--- config.mk ---
export PLATFORM = sky130hd
export DESIGN_NAME = sram_ctrl
export DESIGN_NICKNAME = d
export VERILOG_FILES = /design/src/rtl/sram_ctrl.sv
export SDC_FILE = /design/constraint.sdc
export NUM_CORES = 1
export LEC_CHECK = 0
export ABC_AREA = 1
export CAP_MARGIN = 20
export CORE_UTILIZATION = 40
export DETAILED_ROUTE_END_ITERATION = 8
export PLACE_DENSITY = 0.65
export SLEW_MARGIN = 20
export SYNTH_ARGS = -nofsm -noshare
export SYNTH_HDL_FRONTEND = slang
export SYNTH_SLANG_ARGS = --single-unit
--- constraint.sdc ---
create_clock -name clk -period 4.8 [get_ports clk]
set_clock_uncertainty 0.2 [all_clocks]
set_input_delay 1.44 -clock clk [delete_from_list [all_inputs] [get_ports clk]]
set_output_delay 1.44 -clock clk [all_outputs]
set_load 0.01 [all_outputs]
--- src/rtl/sram_ctrl.sv ---
// sram_ctrl: burst initiator for a synchronous single-port SRAM.
// Write bursts follow wr_valid, read bursts issue every cycle and return data two cycles after issue.
module sram_ctrl #(
  parameter int data_width = 8,
  parameter int mem_width  = 1024,
  parameter int addr_width = 10,
  parameter int len_width  = 8
) (
  input  logic                  clk,
  input  logic                  rst,
  input  logic                  cmd_valid,
  output logic                  cmd_ready,
  input  logic                  cmd_we,
  input  logic [addr_width-1:0] cmd_addr,
  input  logic [len_width-1:0]  cmd_len,
  input  logic                  wr_valid,
  output logic                  wr_ready,
  input  logic [data_width-1:0] wr_data,
  output logic                  rd_valid,
  output logic [data_width-1:0] rd_data,
  output logic                  rd_last,
  output logic                  done,
  output logic                  err,
  output logic                  sram_cs,
  output logic                  sram_we,
  output logic                  sram_oe,
  output logic [addr_width-1:0] sram_addr,
  output logic [data_width-1:0] sram_din,
  input  logic [data_width-1:0] sram_dout
);

  typedef enum logic [1:0] {ST_IDLE, ST_WR, ST_RD, ST_DRAIN} state_t;

  localparam logic [addr_width:0]   LP_MEM_LIM  = (addr_width+1)'(mem_width);
  localparam logic [addr_width-1:0] LP_ADDR_TOP = addr_width'(mem_width - 1);

  state_t                r_state, w_state_nxt;
  logic [addr_width-1:0] r_addr, r_addr_hold;
  logic [len_width-1:0]  r_cnt;
  logic [data_width-1:0] r_din_hold, r_rd_data;
  logic                  r_vld_p1, r_last_p1;
  logic                  r_rd_valid, r_rd_last, r_done, r_err;
  logic                  w_cmd_acc, w_oob, w_wr_beat, w_rd_iss, w_access, w_last_beat;

  // Bursts wrap from the top word back to address 0.
  function automatic logic [addr_width-1:0] f_addr_inc(input logic [addr_width-1:0] a);
    return (a == LP_ADDR_TOP) ? '0 : a + 1'b1;
  endfunction

  assign w_oob       = ({1'b0, cmd_addr} >= LP_MEM_LIM);
  assign w_cmd_acc   = (r_state == ST_IDLE) && cmd_valid;
  assign w_wr_beat   = (r_state == ST_WR) && wr_valid;
  assign w_rd_iss    = (r_state == ST_RD);
  assign w_access    = w_wr_beat || w_rd_iss;
  assign w_last_beat = (r_cnt == '0);

  assign rd_valid = r_rd_valid;
  assign rd_last  = r_rd_last;
  assign rd_data  = r_rd_data;
  assign done     = r_done;
  assign err      = r_err;

  always_comb begin
    w_state_nxt = r_state;
    cmd_ready   = 1'b0;
    wr_ready    = 1'b0;
    sram_cs     = w_access;
    sram_we     = w_wr_beat;
    sram_oe     = w_rd_iss;
    sram_addr   = w_access ? r_addr : r_addr_hold;
    sram_din    = w_wr_beat ? wr_data : r_din_hold;
    case (r_state)
      ST_IDLE: begin
        cmd_ready = 1'b1;
        if (w_cmd_acc && !w_oob) w_state_nxt = cmd_we ? ST_WR : ST_RD;
      end
      ST_WR: begin
        wr_ready = 1'b1;
        if (w_wr_beat && w_last_beat) w_state_nxt = ST_IDLE;
      end
      ST_RD: begin
        if (w_last_beat) w_state_nxt = ST_DRAIN;
      end
      ST_DRAIN: begin
        if (!r_vld_p1) w_state_nxt = ST_IDLE;
      end
      default: w_state_nxt = ST_IDLE;
    endcase
  end

  always_ff @(posedge clk) begin
    if (rst) begin
      r_state     <= ST_IDLE;
      r_addr      <= '0;
      r_cnt       <= '0;
      r_addr_hold <= '0;
      r_din_hold  <= '0;
      r_vld_p1    <= 1'b0;
      r_last_p1   <= 1'b0;
      r_rd_valid  <= 1'b0;
      r_rd_last   <= 1'b0;
      r_rd_data   <= '0;
      r_done      <= 1'b0;
      r_err       <= 1'b0;
    end else begin
      r_state <= w_state_nxt;
      if (w_cmd_acc) begin
        r_addr <= cmd_addr;
        r_cnt  <= cmd_len;
      end else if (w_access) begin
        r_addr <= f_addr_inc(r_addr);
        r_cnt  <= r_cnt - 1'b1;
      end
      if (w_access)  r_addr_hold <= r_addr;
      if (w_wr_beat) r_din_hold  <= wr_data;
      // p1: SRAM is presenting data for the read issued last cycle
      r_vld_p1  <= w_rd_iss;
      r_last_p1 <= w_rd_iss && w_last_beat;
      // output stage: registered SRAM data
      r_rd_valid <= r_vld_p1;
      r_rd_last  <= r_last_p1;
      if (r_vld_p1) r_rd_data <= sram_dout;
      r_done <= (w_wr_beat && w_last_beat) || r_last_p1 || (w_cmd_acc && w_oob);
      r_err  <= w_cmd_acc && w_oob;
    end
  end

endmodule

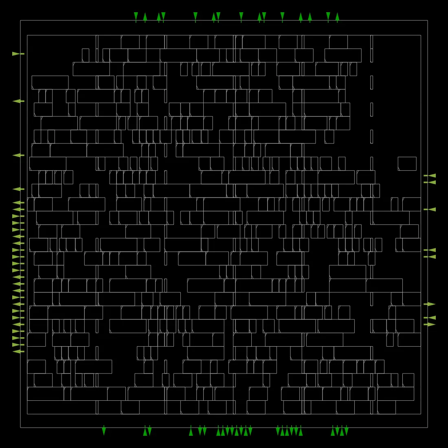
final_placement.png
Seq/total area: 0.295
Non-Filler Instances: 502
Core Util, Final: 0.574
Tapcells: 75

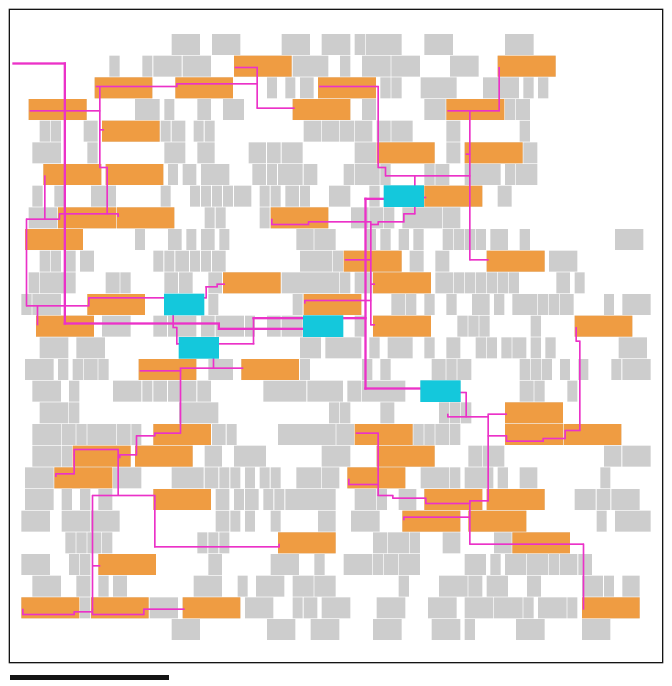
clock_map.png
The bar under the picture is 20 um long.
cells driving clock nets: drawn in cyan, count 5. flip-flops: drawn in orange, count 51. clock wires: drawn in magenta, length 614 um.
Position of the flops: widely spread. There are 6 routed clock nets.

==> impl_metrics.ini <==
; physical design summary
[logic_synthesis]
netlist_area_sq_um = 2550
postSynthSeqShare = 0.400
ff_type = dfxtp_1
synth_dominant_cell_count = nand2_1
fa_ha_area_frac = 0.0147
area_leaders = dfxtp_1 (40%), nand2_1 (8.1%), inv_1 (7.7%)
syn-num-nets = 394
post_synth_num_cell_types = 40
synth_chip_area_sq_um = 2550
ys_sh_simple = 0.274
post_synth.cell_area_avg_sq_um = 7.25
ys_ff = 51
synth-edff-count = 0

[critical_path]
crit_start = wr_valid
cp_num_buf_inv = 4
crit_cells = 7
cpMostUsedCell = clkdlybuf4s50_1
max_stage_delay_ns = 0.56
crit_chain = clkdlybuf4s50_1, nand3_4, inv_6, or2_2, inv_1, a21oi_1, clkdlybuf4s50_1
path_delay_family = buffers and inverters
r2r_slack_ns = 2.92
crit_slowest_cell = clkdlybuf4s50_1
crit_type = in2out
crit_required_ns = 3.16
r2r-end = r_addr[5]
critPathCapture = sram_din[0]
cp_data_arrival_time_ns = 3.07

[final_layout]
area_growth_pct = 35.5
buffers = 81
most-common-layout-cells = clkdlybuf4s50_1 (66), nand2_1 (55), inv_1 (52), nor2_1 (51), dfxtp_1 (51)
drive_gt1_frac = 0.105
layout_top_cell = clkdlybuf4s50_1
inverters = 58
num-multi-input-gates = 229
clk_share = 0.0290
nClkBuffers = 8
finalInstanceArea_sq_um = 3460
final_nets = 468
dominant_cells = combinational gates

[min_path]
holdPathStages = 2
min_to = rd_last
hold_path_startpoint = r_last_p1

[floorplan]
rows = 28
chipArea_sq_um = 6700
die_x_um = 81.9
boundaryPins = 74

[placed_design]
dp.cells = 494
pre_cts_ws_ns = 0.0244

[clock_network]
cts_sinks = 51
cts_resized = 0
cts_root_buf = clkbuf_8
path_clk_slew_ns = 0.09
numCtsBuffers = 5
htreeDepth = 2

[status]
status = finished clean

[sta]
setup_viol = 0
whs_ns = 0.246
fin_ws_ns = 0.0943

[drt]
ant_nets = 0
via_per_inst = 4.71
drt-met1-wl_um = 2900
dr_wl_met3_um = 311
wl_met2_um = 2530

[power_and_ir_drop]
swShare = 0.383
comb-power_mw = 0.828
p_per_area_nw_per_um2 = 485

[grt]
met2_usage = 0.300
met1_usage = 0.244
gr-total-overflow = 0
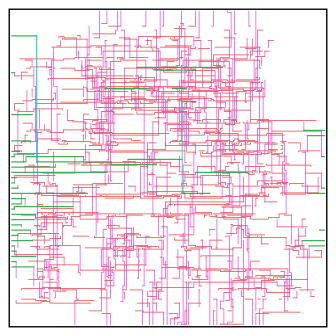
metal_stack.png
met2: drawn in magenta, wire length 2530 um. met1: drawn in red, wire length 2900 um. met3: drawn in green, wire length 312 um. met4: drawn in cyan, wire length 56.4 um.
WL/cell: 11.6 um
via count: 2362
GR Util All Layers: 0.185

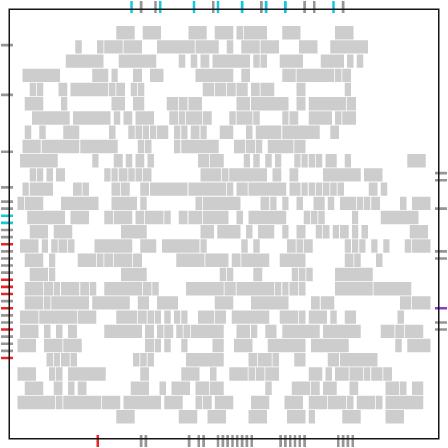
pins.png
Pins as bars across the die edge, other pins in gray.
cmd_addr: drawn in cyan, pins 10, direction input, edge 8 top, 2 left. rd_data: drawn in red, pins 8, direction output, edge 7 left, 1 bottom. rd_last: drawn in purple, pins 1, direction output, edge right.
Port-buffer cells: 72
Die H: 81.9 um

